Design instr_encoder, sky130hd; sources not shown.
Fig. 1: run 1, gate families picked out
(2 px per um)
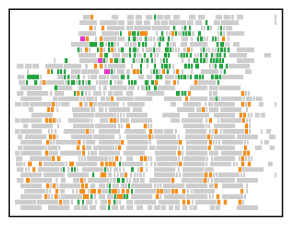
- magenta: non-inverting ao/oa cells (cells 3)
- orange: aoi and oai cells (cells 132; where widely spread)
- green: nand cells (cells 173)
Cell Count, Final, Fillers Out: 1065
most frequent logic cell in the layout: nor2_1

Fig. 2: run 1, metal layers overlaid
(2 px per um)
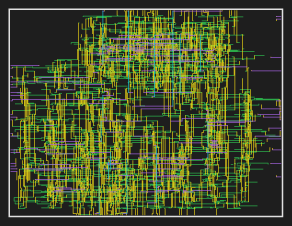
- purple: metal 3 (wire length 1430 um)
- cyan: metal 4 (wire length 331 um)
- green: metal 1 (wire length 7250 um)
- yellow: metal 2 (wire length 7960 um)
DRT Wirelength: 17000 um
Tot GR Track Use: 25.5%
Via Count: 5783
WL per Instance: 15.9 um

Fig. 3: run 1, clock wires, drivers and flops
(3 px per um)
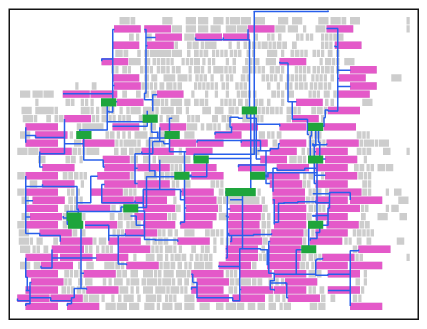
- green: clock drivers (count 17)
- magenta: flip-flops (count 150)
- blue: clock wires (length 1580 um)
- routed clock nets: 18
- flops lie: widely spread
clk ins delay skew pair: 430 ps
clk pwr: 1.24 mW
Clock power frac: 23.0%

==> Slide: Implementation Results, run 1 <==
Run Summary

Run status
  • Outcome: finished clean

Power and ir drop
  • Psw: roughly 2.3 mW
  • Register share of total power: a little under two fifths
  • Largest Pwr Group: combinational logic
  • Combinational Power Share: 40.4%
  • Design Power: 5.38 mW
  • Switching fraction of total power: 42.4%

Synth
  • Synth top cell by count: nor2_1
  • Main flop type after synthesis: edfxtp_1
  • Top cells by count: nor2_1, nand2_1, edfxtp_1, o21ai_0, inv_1
  • Adder Area Share: between 1 and 1.5%
  • Yosys stat cell total: slightly below 800
  • Largest cells by area: edfxtp_1, dfrtp_1, nor2_1
  • Synthesized area: ~7200 um2

Min path
  • Worst hold stages: 2

Place
  • DP Worst Slack: roughly 940 ps
  • Placed Cells: just over 1000

Cells and area
  • Clock buf/inv share: between 4 and 5%
  • Top cells excl fill/tap: nor2_1, nand2_1, edfxtp_1
  • Area Overhead vs Synth: 20.5%
  • Combinational gate area: approximately 2400 um2
  • N_diodes: 1
  • Area-dominant class: flip-flops and latches

Timing
  • Post-route setup slack: 700 ps
  • Setup TNS: 0 ps
  • Period utilisation layout: a little over 80%

Global route
  • M1 GR Usage: approximately a third
  • Grt total ovfl: 0
  • Largest net degree at the start of global routing: 58
  • GR met3 Demand/Resource: under 10%
  • Most Used Layer, Global Route: met2

Route
  • Residual DRC: 0
  • Final antenna-violating net count: 0

Clock network
  • Clock transition at path regs: 90 ps
  • Root Buffer: clkbuf_8
  • Post-CTS setup repair buffer count: 0
  • CTS tree: yes

Worst setup path
  • Critical Path Source Type: flip-flop
  • Worst Reg-to-Reg Cells: 12
  • Critical Path End Type: primary output
  • Critical Path RT: 3130 ps
  • Worst path depth: 7
  • Crit path DAT: between 2000 and 2500 ps
  • Cell mode on critical path: buf_4
  • Crit path max-delay family: buffers and inverters

Flow run
  • Max Cap Violations: 0

Die
  • Initial Util: a little under three fifths
  • Tap cells: ~170
==> inputs of run 2 (changes only) <==
--- a/config.mk
+++ b/config.mk
@@ -8,11 +8,11 @@
 export ABC_AREA = 1
 export CORE_ASPECT_RATIO = 0.75
 export CORE_MARGIN = 2
-export CORE_UTILIZATION = 55
+export CORE_UTILIZATION = 49
 export CTS_BUF_LIST = sky130_fd_sc_hd__clkbuf_2 sky130_fd_sc_hd__clkbuf_4 sky130_fd_sc_hd__clkbuf_8
 export CTS_CLUSTER_DIAMETER = 150
 export DETAILED_ROUTE_END_ITERATION = 7
-export PLACE_DENSITY = 0.93
+export PLACE_DENSITY = 0.88
 export SLEW_MARGIN = 0
 export SYNTH_ARGS = -nofsm -noshare
 export SYNTH_HDL_FRONTEND = slang
==> constraint.sdc (replaced) <==
create_clock -name clk_i -period 2.7 [get_ports clk_i]
set_clock_uncertainty 0.2 [all_clocks]
set_input_delay 0.27 -clock clk_i [delete_from_list [all_inputs] [get_ports clk_i]]
set_output_delay 0.27 -clock clk_i [all_outputs]
set_load 0.05 [all_outputs]
==> run 2 against run 1 <==
Compared with the run above:
- die area is 12% higher
- core utilization down 3.5 points
- global-route usage shrank 2.3 points
- combinational power increased by 76%
- power is 51% higher
- first-iteration DRC count decreased by 10%
- non-clock buffer count grew 6
- critical path type unchanged
- setup slack lost 530 ps
- register-to-register slack worse by 940 ps
- critical path depth decreased by 1
==> Slide: Implementation Results, run 2 <==
Run Summary

Run status
  • Outcome: finished clean (unchanged)

Flow run
  • Max Cap Violations: 0 (unchanged)
  • Tool warnings: 49 (unchanged)

Clock network
  • CTS tree: yes (unchanged)
  • Clock transition at path regs: 80 ps (was 90 ps)
  • Post-CTS Resized: 0 (unchanged)
  • Root Buffer: clkbuf_8 (unchanged)
  • Htree depth: 4 (unchanged)
  • Post-CTS setup repair buffer count: 0 (unchanged)

Worst setup path
  • Slowest cell on crit path: dfrtp_2 (was dfrtp_1)
  • Critical Path RT: 2230 ps (was 3130 ps)
  • Critical Path End Type: primary output (unchanged)
  • Cell mode on critical path: nor2_1 (was buf_4)
  • Critical Path Source Type: flip-flop (unchanged)
  • Worst path depth: 6 (was 7)
  • Crit path kind: flip-flop to primary output (unchanged)
  • Crit path cell chain: clkbuf_8 > nor2_1 > nor2_1 > o21ai_0 > a21oi_1 > buf_12 (was buf_4 > inv_1 > buf_4 > nor2_1 > o21ai_0 > a21oi_1 > buf_4)
  • Crit path max-delay family: buffers and inverters (unchanged)
  • Crit path DAT: 2060 ps (was 2430 ps)
  • Worst Reg-to-Reg Cells: 12 (unchanged)

Synth
  • Post-synthesis sequential area ratio: 60.2% (unchanged)
  • Yosys stat cell total: 780 (unchanged)
  • Main flop type after synthesis: edfxtp_1 (unchanged)
  • Biggest area consumer among synthesized cells: edfxtp_1 (unchanged)
  • Synthesized area: 7170 um2 (unchanged)
  • Largest cells by area: edfxtp_1, dfrtp_1, nor2_1 (unchanged)
  • Top cells by count: nor2_1, nand2_1, edfxtp_1, o21ai_0, inv_1 (unchanged)
  • Synth top cell by count: nor2_1 (unchanged)
  • Max-area cell share: 46.9% (unchanged)
  • Synthesis-stage register bit count: 150 (unchanged)
  • Post-Syn Instances: 780 (unchanged)
  • XOR/XNOR Fraction of Synth Area: 0.367% (unchanged)
  • Adder Area Share: 1.15% (unchanged)

Cells and area
  • N_diodes: 0 (was 1)
  • Combinational gate area: 2450 um2 (was 2410 um2)
  • Max FFs per register: 112 (unchanged)
  • Sequential Area: 4320 um2 (was 4310 um2)
  • Seq/total area: 47.2% (was 49.9%)
  • Bufs w/o clock: 116 (was 110)
  • Post-layout nets: 949 (was 943)
  • Area Overhead vs Synth: 27.8% (was 20.5%)
  • Clock buf/inv share: 4.10% (was 4.56%)
  • Cell Count, Final, Fillers Out: 1099 (was 1065)
  • Area-dominant class: flip-flops and latches (unchanged)
  • Most frequent logic cell in the layout: nor2_1 (unchanged)
  • Top cells excl fill/tap: nor2_1, nand2_1, edfxtp_1 (unchanged)

Power and ir drop
  • Register share of total power: 33.2% (was 36.7%)
  • Switching fraction of total power: 41.7% (was 42.4%)
  • Psw: 3.40 mW (was 2.28 mW)
  • Design Power: 8.14 mW (was 5.38 mW)
  • Largest Pwr Group: combinational logic (unchanged)
  • Combinational power: 3.82 mW (was 2.17 mW)
  • Combinational Power Share: 47.0% (was 40.4%)
  • LEAKAGE: 3.49 nW (was 3.36 nW)

Die
  • Tap cells: 200 (was 171)
  • I/O pin count: 127 (unchanged)
  • Initial Util: 49.9% (was 55.8%)
  • Row count: 38 (was 36)
  • Chip Area: 15600 um2 (was 14000 um2)

Global route
  • Tot GR Track Use: 23.2% (was 25.5%)
  • Largest net degree at the start of global routing: 58 (unchanged)
  • M1 GR Usage: 32.0% (was 34.9%)
  • Most Used Layer, Global Route: met2 (unchanged)
  • Vias in the first global route: 5542 (was 5472)
  • Grt total ovfl: 0 (unchanged)
  • Initial antenna violation count: 0 (was 1)

Place
  • Final Wtd Congestion: 0.948 (was 0.969)
  • DP Worst Slack: 321 ps (was 943 ps)
  • PortBufs: 102 (unchanged)
  • Placed Cells: 1066 (was 1031)

Timing
  • Fin Hold WS: 198 ps (was 353 ps)
  • Setup TNS: 0 ps (unchanged)
  • Fin. max-slew vios: 0 (unchanged)
  • Period utilisation layout: a little over nine tenths
  • Post-route setup slack: 170 ps (was 700 ps)
  • Final hold vios: 0 (unchanged)

Route
  • Residual DRC: 0 (unchanged)
  • DR top layer: met4 (unchanged)
  • Metal-1 WL: 7610 um (was 7250 um)
  • WL per Instance: 15.9 um (about the same)
  • DRT Pass-1 Iters: 5 (unchanged)
  • Final antenna-violating net count: 0 (unchanged)

Min path
  • Worst hold stages: 2 (unchanged)
Fig. 4: run 2, clock wires, drivers and flops
(3 px per um)
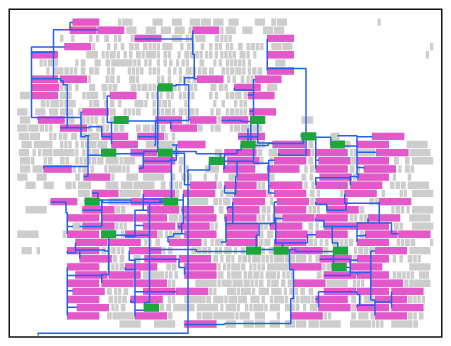
- green: clock drivers (count 17)
- magenta: flip-flops (count 150)
- blue: clock wires (length 1660 um)
- routed clock nets: 18
- flops lie: widely spread
Clock power frac: 19.8%
clk pwr: 1.61 mW
clk ins delay skew pair: 450 ps

Fig. 5: run 2, metal 3
(3 px per um)
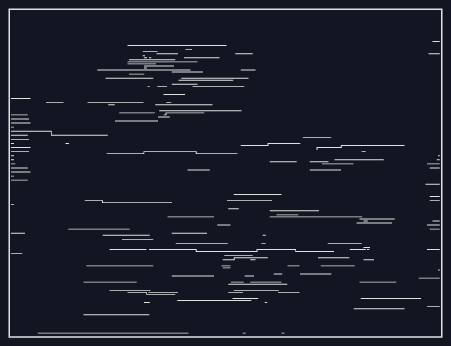
- main direction: horizontal
- nets with wire on the layer: 105
- longest straight run: 49.9 um
- wire length on this layer: 1410 um
Via Count: 5908
GR met3 Demand/Resource: 5.84%
DRT Wirelength: 17400 um

No activity file was given, so power comes from the tool's default toggle rates.
